==> run_1/floorplan.png <==
Pins as bars on the die edge. Tap cells in gray.
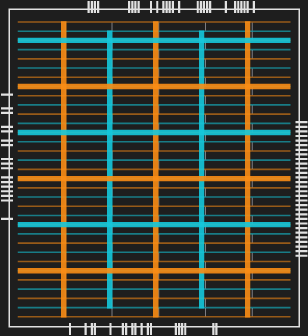
==> run_1/class_map.png <==
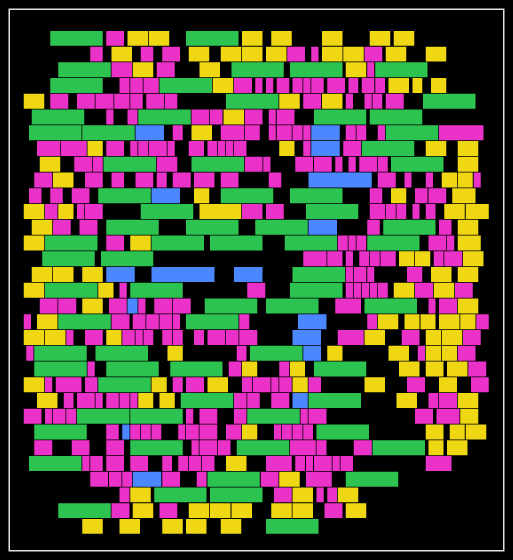
==> run_1/clock_wires.png <==
Scale bar: 20 um.
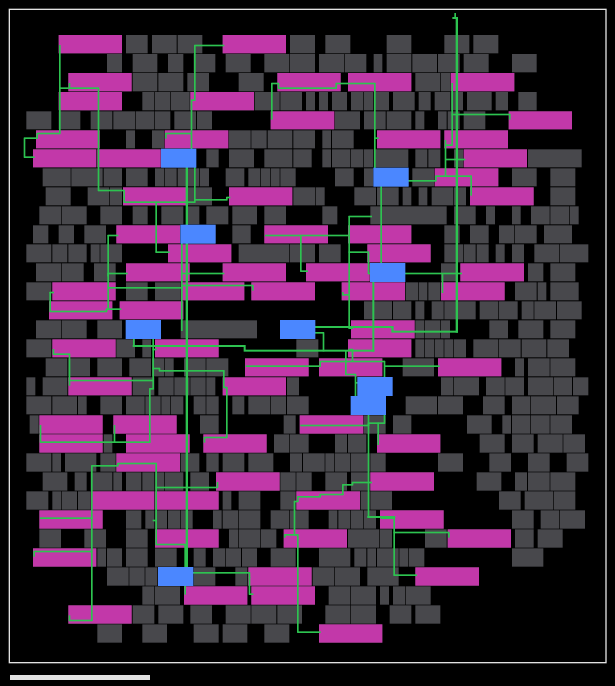
<file path="src/rtl/hazard_stall_ctrl_if.sv">
// Signal bundle between the ID-stage pipeline and the hazard/stall controller.
// Level-sensitive enables, not a valid/ready handshake: each output is valid for the cycle's inputs.
interface hazard_stall_ctrl_if #(
    parameter int CNT_W = 32
);
    logic [4:0]       id_rs1;
    logic [4:0]       id_rs2;
    logic             id_uses_rs2;
    logic             ex_mem_read;
    logic [4:0]       ex_rd;
    logic             ex_branch_taken;
    logic             mem_busy;
    logic             pc_write;
    logic             if_id_write;
    logic             if_id_flush;
    logic             id_ex_write;
    logic             id_ex_bubble;
    logic [CNT_W-1:0] stall_count;
    logic [CNT_W-1:0] flush_count;
    logic [1:0]       dbg_state;

    modport master (
        output id_rs1, id_rs2, id_uses_rs2, ex_mem_read, ex_rd, ex_branch_taken, mem_busy,
        input  pc_write, if_id_write, if_id_flush, id_ex_write, id_ex_bubble,
        input  stall_count, flush_count, dbg_state
    );

    modport slave (
        input  id_rs1, id_rs2, id_uses_rs2, ex_mem_read, ex_rd, ex_branch_taken, mem_busy,
        output pc_write, if_id_write, if_id_flush, id_ex_write, id_ex_bubble,
        output stall_count, flush_count, dbg_state
    );
endinterface

</file>
<file path="src/rtl/hazard_stall_ctrl.sv">
// Load-use stall, taken-branch flush and memory-wait freeze control for IF/ID and ID/EX.
// Outputs are Mealy so every stall or flush acts in the cycle it is detected.
module hazard_stall_ctrl #(
    parameter int FLUSH_CYCLES = 1,
    parameter int CNT_W        = 32
) (
    input  logic               clk,
    input  logic               reset,
    hazard_stall_ctrl_if.slave ctl
);
    localparam logic [1:0]       RUN       = 2'd0;
    localparam logic [1:0]       FLUSH     = 2'd1;
    localparam logic [1:0]       MEM_WAIT  = 2'd2;
    localparam logic [3:0]       FC_RELOAD = 4'(FLUSH_CYCLES - 1);
    localparam logic [CNT_W-1:0] CNT_MAX   = '1;

    logic [1:0]       state, state_nxt, eff_state;
    logic [3:0]       fcnt, fcnt_nxt;
    logic             resume, resume_nxt;
    logic             load_use, stall_inc, flush_inc;
    logic [CNT_W-1:0] stall_cnt, flush_cnt;

    assign load_use = ctl.ex_mem_read && (ctl.ex_rd != 5'd0) &&
                      ((ctl.ex_rd == ctl.id_rs1) ||
                       (ctl.id_uses_rs2 && (ctl.ex_rd == ctl.id_rs2)));

    // A frozen cycle resumes whichever of RUN or FLUSH it interrupted.
    assign eff_state = (state == MEM_WAIT) ? (resume ? FLUSH : RUN) : state;

    always_comb begin
        state_nxt        = eff_state;
        fcnt_nxt         = fcnt;
        resume_nxt       = 1'b0;
        stall_inc        = 1'b0;
        flush_inc        = 1'b0;
        ctl.pc_write     = 1'b1;
        ctl.if_id_write  = 1'b1;
        ctl.if_id_flush  = 1'b0;
        ctl.id_ex_write  = 1'b1;
        ctl.id_ex_bubble = 1'b0;
        if (ctl.mem_busy) begin
            ctl.pc_write    = 1'b0;
            ctl.if_id_write = 1'b0;
            ctl.id_ex_write = 1'b0;
            state_nxt       = MEM_WAIT;
            resume_nxt      = (eff_state == FLUSH);
            stall_inc       = 1'b1;
        end else if (ctl.ex_branch_taken) begin
            ctl.if_id_flush  = 1'b1;
            ctl.id_ex_bubble = 1'b1;
            flush_inc        = 1'b1;
            if (FLUSH_CYCLES > 1) begin
                state_nxt = FLUSH;
                fcnt_nxt  = FC_RELOAD;
            end else begin
                state_nxt = RUN;
                fcnt_nxt  = 4'd0;
            end
        end else if (eff_state == FLUSH) begin
            ctl.if_id_flush  = 1'b1;
            ctl.id_ex_bubble = 1'b1;
            if (fcnt <= 4'd1) begin
                state_nxt = RUN;
                fcnt_nxt  = 4'd0;
            end else begin
                fcnt_nxt = fcnt - 4'd1;
            end
        end else if (load_use) begin
            ctl.pc_write     = 1'b0;
            ctl.if_id_write  = 1'b0;
            ctl.id_ex_bubble = 1'b1;
            stall_inc        = 1'b1;
        end
        if (!reset) begin
            ctl.pc_write     = 1'b0;
            ctl.if_id_write  = 1'b0;
            ctl.id_ex_write  = 1'b0;
            ctl.if_id_flush  = 1'b1;
            ctl.id_ex_bubble = 1'b1;
        end
    end

    always_ff @(posedge clk or negedge reset) begin
        if (!reset) begin
            state     <= RUN;
            fcnt      <= 4'd0;
            resume    <= 1'b0;
            stall_cnt <= '0;
            flush_cnt <= '0;
        end else begin
            state  <= state_nxt;
            fcnt   <= fcnt_nxt;
            resume <= resume_nxt;
            if (stall_inc && (stall_cnt != CNT_MAX)) stall_cnt <= stall_cnt + 1'b1;
            if (flush_inc && (flush_cnt != CNT_MAX)) flush_cnt <= flush_cnt + 1'b1;
        end
    end

    assign ctl.stall_count = stall_cnt;
    assign ctl.flush_count = flush_cnt;
    assign ctl.dbg_state   = state;
endmodule
</file>
<file path="src/flat_wrapper.sv">
// flat-port wrapper written by rule: the top's interface ports become plain ports
module hazard_stall_ctrl_flat 
#(
    parameter int FLUSH_CYCLES = 1,
    parameter int CNT_W        = 32
)
  (clk, reset, ctl_id_rs1, ctl_id_rs2, ctl_id_uses_rs2, ctl_ex_mem_read, ctl_ex_rd, ctl_ex_branch_taken, ctl_mem_busy, ctl_pc_write, ctl_if_id_write, ctl_if_id_flush, ctl_id_ex_write, ctl_id_ex_bubble, ctl_stall_count, ctl_flush_count, ctl_dbg_state);
  hazard_stall_ctrl_if #(.CNT_W(CNT_W)) ctl_i ();
  input  logic clk;
  input  logic reset;
  input wire logic [$bits(ctl_i.id_rs1)-1:0] ctl_id_rs1;
  input wire logic [$bits(ctl_i.id_rs2)-1:0] ctl_id_rs2;
  input wire logic [$bits(ctl_i.id_uses_rs2)-1:0] ctl_id_uses_rs2;
  input wire logic [$bits(ctl_i.ex_mem_read)-1:0] ctl_ex_mem_read;
  input wire logic [$bits(ctl_i.ex_rd)-1:0] ctl_ex_rd;
  input wire logic [$bits(ctl_i.ex_branch_taken)-1:0] ctl_ex_branch_taken;
  input wire logic [$bits(ctl_i.mem_busy)-1:0] ctl_mem_busy;
  output wire logic [$bits(ctl_i.pc_write)-1:0] ctl_pc_write;
  output wire logic [$bits(ctl_i.if_id_write)-1:0] ctl_if_id_write;
  output wire logic [$bits(ctl_i.if_id_flush)-1:0] ctl_if_id_flush;
  output wire logic [$bits(ctl_i.id_ex_write)-1:0] ctl_id_ex_write;
  output wire logic [$bits(ctl_i.id_ex_bubble)-1:0] ctl_id_ex_bubble;
  output wire logic [$bits(ctl_i.stall_count)-1:0] ctl_stall_count;
  output wire logic [$bits(ctl_i.flush_count)-1:0] ctl_flush_count;
  output wire logic [$bits(ctl_i.dbg_state)-1:0] ctl_dbg_state;
  assign ctl_i.id_rs1 = ctl_id_rs1;
  assign ctl_i.id_rs2 = ctl_id_rs2;
  assign ctl_i.id_uses_rs2 = ctl_id_uses_rs2;
  assign ctl_i.ex_mem_read = ctl_ex_mem_read;
  assign ctl_i.ex_rd = ctl_ex_rd;
  assign ctl_i.ex_branch_taken = ctl_ex_branch_taken;
  assign ctl_i.mem_busy = ctl_mem_busy;
  assign ctl_pc_write = ctl_i.pc_write;
  assign ctl_if_id_write = ctl_i.if_id_write;
  assign ctl_if_id_flush = ctl_i.if_id_flush;
  assign ctl_id_ex_write = ctl_i.id_ex_write;
  assign ctl_id_ex_bubble = ctl_i.id_ex_bubble;
  assign ctl_stall_count = ctl_i.stall_count;
  assign ctl_flush_count = ctl_i.flush_count;
  assign ctl_dbg_state = ctl_i.dbg_state;
  hazard_stall_ctrl #(.FLUSH_CYCLES(FLUSH_CYCLES), .CNT_W(CNT_W)) u_core (.clk(clk), .reset(reset), .ctl(ctl_i));
endmodule
</file>
<file path="config.mk">
export PLATFORM = sky130hd
export DESIGN_NAME = hazard_stall_ctrl_flat
export DESIGN_NICKNAME = d
export VERILOG_FILES = /design/src/rtl/hazard_stall_ctrl_if.sv /design/src/rtl/hazard_stall_ctrl.sv /design/src/flat_wrapper.sv
export SDC_FILE = /design/constraint.sdc
export NUM_CORES = 1
export LEC_CHECK = 0
export CORE_ASPECT_RATIO = 1.1
export CORE_MARGIN = 2
export CORE_UTILIZATION = 49
export CTS_CLUSTER_DIAMETER = 150
export DETAILED_ROUTE_END_ITERATION = 6
export GPL_TIMING_DRIVEN = 1
export PLACE_DENSITY = 0.88
export SKIP_LAST_GASP = 1
export SYNTH_ARGS = -nofsm -noshare
export SYNTH_HDL_FRONTEND = slang
export SYNTH_SLANG_ARGS = --single-unit
export TNS_END_PERCENT = 5
</file>
<file path="constraint.sdc">
create_clock -name clk -period 2.7 [get_ports clk]
set_clock_uncertainty 0.15 [all_clocks]
set_input_delay 0.54 -clock clk [delete_from_list [all_inputs] [get_ports clk]]
set_output_delay 0.54 -clock clk [all_outputs]
set_load 0.02 [all_outputs]
</file>
==> results.txt, run 1 <==
Flow results follow.

The clock net in this run drives a total of 71 sinks. The power of the clock network is between 0.9 and 1 mW. The clock transition time at the flip-flop clock pins of the worst setup and hold paths is roughly 0.070 ns. The placement stage leaves a total instance area of 4750 um2. In the layout the commonest cells are clkdlybuf4s50_1, dfrtp_1, xnor2_1.

The first global-routing pass estimated 13.56 mm of wire. The cell-mix breakdown from Yosys lists the compound-gate area share as just under 4%. The via count of the first global-routing pass is 2,903. After legalization and detailed placement, the total HPWL measured 6.097 mm.

The clock passes through at most 2 buffers. Of the synthesized area, sequential elements account for 50.02%. The finished layout holds 556 standard cells, fillers aside. The worst path buffer plus inverter count is 2. The number of maximum-capacitance constraint violations is 0. The most congested layer reported by global routing is met2.

The completed layout was analyzed and its total power is about 3.0 mW. The timing report gives the biggest stage delay along the critical path as 0.55 ns. The number of fillers in the final layout is approximately 500. Looking at the clock tree report, the root buffer type is clkbuf_8. The worst path needs 2.684 ns of the cycle, external delays included. Once routing completed, OpenROAD measured the worst setup slack at around 0.016 ns.

According to the cell report, flip-flops and latches in the layout number 71. The leading area contributor after synthesis is dfrtp_1. For this run, global-route usage on met2 was measured as 34.90%. Once the floorplan was initialized, standard cells occupied 50.70% of the core.

Looking at the power breakdown, combinational cells take between 20% and 30% of the total. The wire length on met1 is around 3.7 mm. The main area contributors are dfrtp_1, xnor2_1, xor2_1. The routed length on met3 is between 300 and 400 um. The clock buffers instantiated in the layout total 11. The type of the tightest min-delay check is primary input to asynchronous set/reset pin. Measured against the total synthesized area, the mux share comes to 0.6340%.

The final number of max-transition violations is 0. Of the total power, the share spent switching nets is 29.64%. For the pin with the worst max-slew slack, the measured transition is 0.8792 ns. The relative area of non-clock buffer cells in the final design is a little under a quarter.

The total number of tap cells is 85. The area occupied by multi-input gates is around 1700 um2. Setup repair after global routing could not meet its margin everywhere. The number of vias per cell after detailed routing is 5.453. The synthesized netlist cell count is about 340. The synthesized area per cell is 10.42 um2. The number of diodes added for antenna fixing is 0. The multi-input gate count is 255. The static power due to leakage is 2.184 nW. The hold buffer count at CTS is 0. Of the available clock period, the critical path in the final layout requires between 90% and 100%. Entering global routing, the biggest net connects 72 pins. The final net count is about 490. Looking at the setup timing report, the critical path kind is primary input to primary output.

Total global-route track usage over all layers is between 20% and 30%. The global routing met1 resource utilization is approximately 28%. Detailed routing inserted a total of ~3.0k vias. The required time reported for the critical path endpoint is 2.01 ns. Registers are responsible for 43.9% of the overall power. The combinational gate power is between 0.7 and 0.8 mW.

The endpoint of the lowest-slack register-to-register path is u_core.ctl.flush_count[25]. Per the synth stats, the flop cell with the highest instance count is dfrtp_1. Ranked by instance count, the synthesized netlist is headed by dfrtp_1, xnor2_1, nand2_1, nand3_1, xor2_1. The total congestion overflow is 0.

The number of antenna violations at the first check in global routing is 0. The count of cells along the worst register-to-register path is 6. Summed over all nets, wire length on met2 after detailed routing comes to 4.170 mm.

The synthesized netlist has a Yosys-reported chip area of ~3600 um2. The dominant non-sequential cell family after synthesis is simple AND/OR/NAND/NOR gates. In this run the tightest slew margin relative to its limit is 41.39%. Counting flops and latches in the post-synthesis netlist gives 71. Following the worst setup path forward leads to its endpoint at ctl_if_id_write. The average detailed-routed wire length per instance is 15.08 um.

In the final timing run, aggregate negative setup slack is 0 ns. The wire length recorded after detailed routing is roughly 8.4 mm. The total of plain and repair buffers excluding clock buffers is 121. The violation tally from detailed-route iteration zero is 146. The run finished with clean final reports. Looking at the gate-level netlist, the highest instance count belongs to dfrtp_1. The largest contributor to cell area by class is flip-flops and latches. The top power group is sequential cells. The most critical setup path has its startpoint at ctl_ex_rd[1]. The uppermost signal routing layer after detailed routing is met4. The final hold slack is around 0.28 ns. For this design the ratio of total power to cell area is roughly 590 nW/um2. The maximum fanout along the worst path is 3.

The post-synth design cell area is around 3600 um2. The combinational share of cell area is around a third. The critical register-to-register path startpoint is u_core.ctl.flush_count[1].

The worst-path cell with the longest stage delay is clkdlybuf4s50_1. As logged by OpenROAD, the buffers inserted on ports number between 90 and 100. After synthesis, the share of flip-flops with an asynchronous set or reset is 100.0%. The post-synthesis to final-layout area growth is 40.86%. The detailed placer reported the number of placed instances as 540. The cell-mix breakdown from Yosys lists the simple-gate area share as between 20% and 30%.

For reference, the critical path cell chain is clkdlybuf4s50_1 -> xnor2_1 -> nand4_1 -> o22ai_2 -> nand3_1 -> and2_4 -> buf_6. The post-synth net total is 366. The number of setup buffers added after CTS is 0. The end-of-flow timing check tallies setup violations at 0. The number of logic inverters in the finished layout is 8. 92 I/O pins were placed. The worst setup path is launched from a primary input. The cell-mix breakdown from Yosys lists the adder-cell area share as about 1.4%.

The post-route netlist has 14.44% of its cells at a drive strength greater than 1. Yosys mapped the design onto about 43 distinct sky130hd cell types. The most common library cell in the layout ignoring fill and taps is clkdlybuf4s50_1. The highest clock frequency the design can meet is 372.6 MHz. The post-cts repair resize count is 25. The flow reports power dissipated in sequential cells as around 1.3 mW. Warnings raised by the tools during the run amount to 28. The number of H-tree levels is 3.

Clock tree buffers and inverters occupy 4.451% of the routed design's cell area. Per STA, the worst path accumulates the most delay in the family buffers and inverters. The switching component of the power was reported as 0.8767 mW. The congestion estimate from routability-driven global placement came to 0.8019. The count of unresolved DRC violations after routing is 0. Counting flops with a built-in enable in the synthesized netlist gives 0.

The cell count listed in synth_stat.txt is 341. In the final report, the number of hold violations comes to 0.
Back to the opening pictures, floorplan.png:
Orange stands for VSS. Cyan stands for VDD.
The core has 32 rows. 5 straps on met4. 85 tap cells. 6 straps on met5. 92 signal pins sit on the boundary.
Die W: 85.18 um
worst vdd rail ir drop: 0.6628 mV

Back to the opening pictures, class_map.png:
Blue stands for clock drivers and dummy loads, cells 16. Yellow stands for remaining buffers and delay cells, cells 121. Green stands for registers, cells 71. Magenta stands for remaining logic cells, cells 263.
# rows: 32
Util after Layout: 71.41%
register share of the cell area: 35.51%
Placeable Area: 7007 um2
area of all placed cells without fillers: 5004 um2

Back to the opening pictures, clock_wires.png:
Magenta stands for flip-flops, count 71. Blue stands for clock-net drivers, count 9. Green stands for clock wires, length 852 um.
Position of the flops: spread over the die.
clock group share of total power: 31.8%
Late-Pin Clk Latency: 0.34 ns

## Run 2: what changed since run 1
--- a/config.mk
+++ b/config.mk
@@ -11,7 +11,7 @@
 export CTS_CLUSTER_DIAMETER = 150
 export DETAILED_ROUTE_END_ITERATION = 6
 export GPL_TIMING_DRIVEN = 1
-export PLACE_DENSITY = 0.88
+export PLACE_DENSITY = 0.86
 export SKIP_LAST_GASP = 1
 export SYNTH_ARGS = -nofsm -noshare
 export SYNTH_HDL_FRONTEND = slang
==> run_2/class_map.png <==
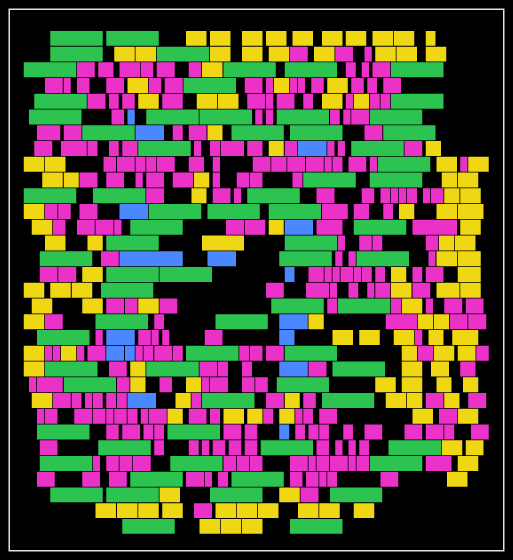
Green stands for registers, cells 71. Yellow stands for remaining buffers and delay cells, cells 125. Magenta stands for remaining logic cells, cells 263. Blue stands for clock drivers and dummy loads, cells 16.
register share of the cell area: 35.62%
area of all placed cells without fillers: 4989 um2
Util after Layout: 71.20%

==> run 2 against run 1 <==
Against the previous run:
- via count up 1.8%
- total power shrank 3.9%
- cell area fell by 0.30%
- flip-flop count unchanged
- non-clock buffer count up 4
- die size unchanged
- utilization decreased by 0.21 points
- register-to-register slack better by 0.06 ns
- critical path depth is 2 lower
- sequential power barely moved
- setup slack better by 0.011 ns
- combinational power hardly changed
- critical path type unchanged
==> results.txt, run 2 <==
Flow results follow.

The post-cts repair resize count came to 24 (-4.0%). The placed wire-length estimate after detailed placement is 6.233 mm (+2.2%). The top cell types in the final layout, fill and taps aside, are clkdlybuf4s50_1, dfrtp_1, xnor2_1. The multi-input gate count is 255 (unchanged). The number of maximum-capacitance constraint violations was 0 (unchanged).

The tree is rooted in a clkbuf_8. By count the netlist is led by dfrtp_1, xnor2_1, nand2_1, nand3_1, xor2_1. The final number of max-transition violations came to 0 (unchanged).

The fraction of synthesis flops using an asynchronous set or reset pin is 100.0% (unchanged). The final hold slack is 0.2994 ns (+0.01568 ns). Per STA, the worst path is made up of clkdlybuf4s50_1 -> buf_4 -> nor2b_1 -> buf_4 -> clkdlybuf4s50_1. The maximum fanout along the worst path is 4 (+1). Setup repair after global routing could not meet its margin everywhere.

The static power due to leakage is 2.205 nW (+0.96%). The endpoint of the lowest-slack register-to-register path is u_core.ctl.flush_count[4]. The total of plain and repair buffers excluding clock buffers is 125 (+3.3%). The required time reported for the critical path endpoint is 2.01 ns (about the same).

The met2 track demand over resource in global routing came to 36.72% (+1.8 points). The ratio of cells with drive above 1 in the final layout was 14.32% (-0.12 points). The flow ran to the end, and the final reports show no timing, DRC or antenna violations. The portion of total power attributed to combinational logic is 25.4% (+1.1 points). The dominant non-sequential cell family after synthesis is simple AND/OR/NAND/NOR gates. The clock share of power is 28.7% (-3.1 points). The top-level I/O count was 92 (unchanged). The pin count of the biggest net entering global routing came to 72 (unchanged).

The area of the core is 7007 um2 (unchanged). The final worst-path cycle share was 98.98% (-0.41 points). The final weighted congestion in routability-driven placement is 0.7978 (-0.51%). The wire length on met1 was 3.622 mm (-0.90%). The final hold violation count is 0 (unchanged). The switching component of the power is 0.8832 mW (+0.75%). The routed length on met3 came to 426 um (+7.0%). Post-synth the commonest register cell is dfrtp_1. The power per standard cell area came to 569.5 nW/um2 (-3.6%). The count of unresolved DRC violations after routing was 0 (unchanged). The worst max-slew margin expressed relative to the limit is 41.49% (+0.10 points). Relative to the synthesized area, the layout overhead comes to 40.44%. The number of logic inverters in the finished layout was 8 (unchanged).

The leading area contributor after synthesis is dfrtp_1. The element type at the critical path start is a primary input. The maximum vdd ir drop is 0.4927 mV (-26%). The total congestion overflow is 0 (unchanged). The via count of the first global-routing pass was 3,021 (+4.1%). The number of fillers in the final layout is 531 (+5.4%). The biggest cell delay along the critical path is 0.59 ns (+0.04 ns).

The clock transition time at the flip-flop clock pins of the worst setup and hold paths is 0.07 ns (about the same). The start point of the critical path is ctl_mem_busy. The number of H-tree levels is 3 (unchanged). The final-layout setup total negative slack is 0 ns (unchanged). The combinational share of cell area is 34.24% (-0.25 points). The post-synthesis sequential area ratio is 50.02% (unchanged).

The violation tally from detailed-route iteration zero was 160 (+9.6%). The summed standard-cell area reported by yosys came to 3552 um2 (unchanged). The final standard cell count with taps included and fillers excluded was 560 (+0.72%).

The cell count listed in synth_stat.txt was 341 (unchanged). The capture point of the worst path is ctl_id_ex_write. The combinational gate power is 0.723 mW (about the same). The final-layout clock buffer total is 10 (-1). The length of routed met2 wiring came to 4.223 mm (+1.3%). The type of the tightest min-delay check is primary input to asynchronous set/reset pin. The global-route wire length before repair came to 14.01 mm (+3.4%). The measured slew at the worst slew-check pin is 0.8777 ns (-0.001565 ns). The power dissipated in sequential cells is 1.30 mW (about the same). The final setup violation count came to 0 (unchanged). The number of post-CTS setup repair buffers is 0 (unchanged).

The placed cell count is 544 (+0.74%). The final net count is 495 (+0.81%). The simple-gate area share of the yosys netlist is 24.23% (unchanged). The area occupied by multi-input gates came to 1708 um2 (-1.0%). The power after layout is 2.841 mW (-3.9%). The highest clock frequency the design can meet is 374.2 MHz (+0.42%).

The port buffer count was 91 (unchanged). The count of cells along the worst register-to-register path is 7 (+1). The site row count was 32 (unchanged). The maximum number of buffers from clock root to sink came to 2 (unchanged). The number of vias per cell after detailed routing is 5.511 (+1.1%).

The synthesized netlist cell count is 341 (unchanged). The area fraction in compound gates after synthesis is 3.875% (unchanged). The least setup slack across all paths after layout came to 0.02748 ns (+0.01112 ns). The count of tool warnings is 29 (+3.6%). The worst-path cell with the longest stage delay is clkdlybuf4s50_1. The clock sink count is 71 (unchanged).

For the worst reg-to-reg path, the startpoint reported by OpenROAD is u_core.ctl.flush_count[12]. The post-synth net total is 366 (unchanged). The category of the critical setup timing path is primary input to primary output. The mux cell area share after synthesis is 0.6340% (unchanged). The total number of tap cells came to 85 (unchanged). The number of storage elements in the synthesis netlist is 71 (unchanged). The number of distinct library cell variants in the gate-level netlist after synthesis was 43 (unchanged). The top power group is sequential cells. The clock latency reported for the late side of the worst-skew pair is 0.34 ns (about the same). The post-synthesis share of cell area spent on full adders, half adders and majority gates is 1.409% (unchanged). The minimum clock period after layout is 2.673 ns (-0.01112 ns). Broken down by cell family, the worst path's largest delay share belongs to buffers and inverters. Among logic cells in the layout, the one with the most instances is clkdlybuf4s50_1. The number of antenna violations at the first check in global routing is 0 (unchanged). The relative area of non-clock buffer cells in the final design is 23.63% (+0.80 points). The length of the first detailed-routing pass in iterations is 4.

The initial cell density of the core is 50.70% (unchanged). The hold buffer count at CTS is 0 (unchanged). In the post-synthesis netlist, the biggest area contributors are dfrtp_1, xnor2_1, xor2_1. The flop count came to 71 (unchanged). The post-synth design cell area is 3552 um2 (unchanged). The sequential share of power is 45.8% (+1.9 points). The number of diodes added for antenna fixing is 0 (unchanged).
==> run_2/layers.png <==
Scale bar: 20 um.
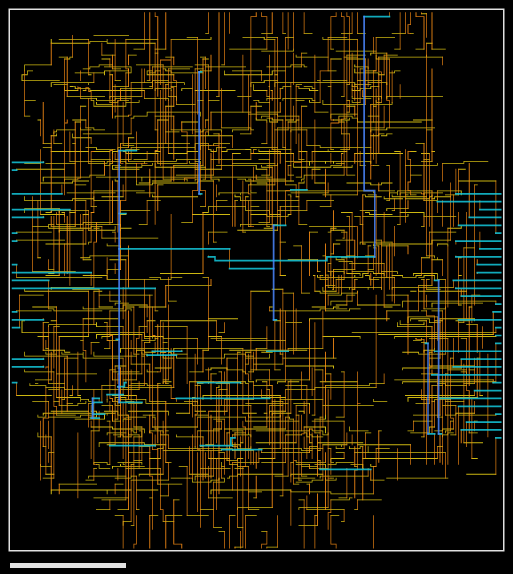
Blue stands for M4, wire length 170 um. Yellow stands for M1, wire length 3,620 um. Cyan stands for M3, wire length 427 um. Orange stands for M2, wire length 4,220 um.
overall via count from detail_route: 3,086
Total Routed Length: 8.443 mm
routed length per placed instance: 15.08 um
global-route usage over all layers: 21.97%

Power is estimated from default activity; no workload was simulated.
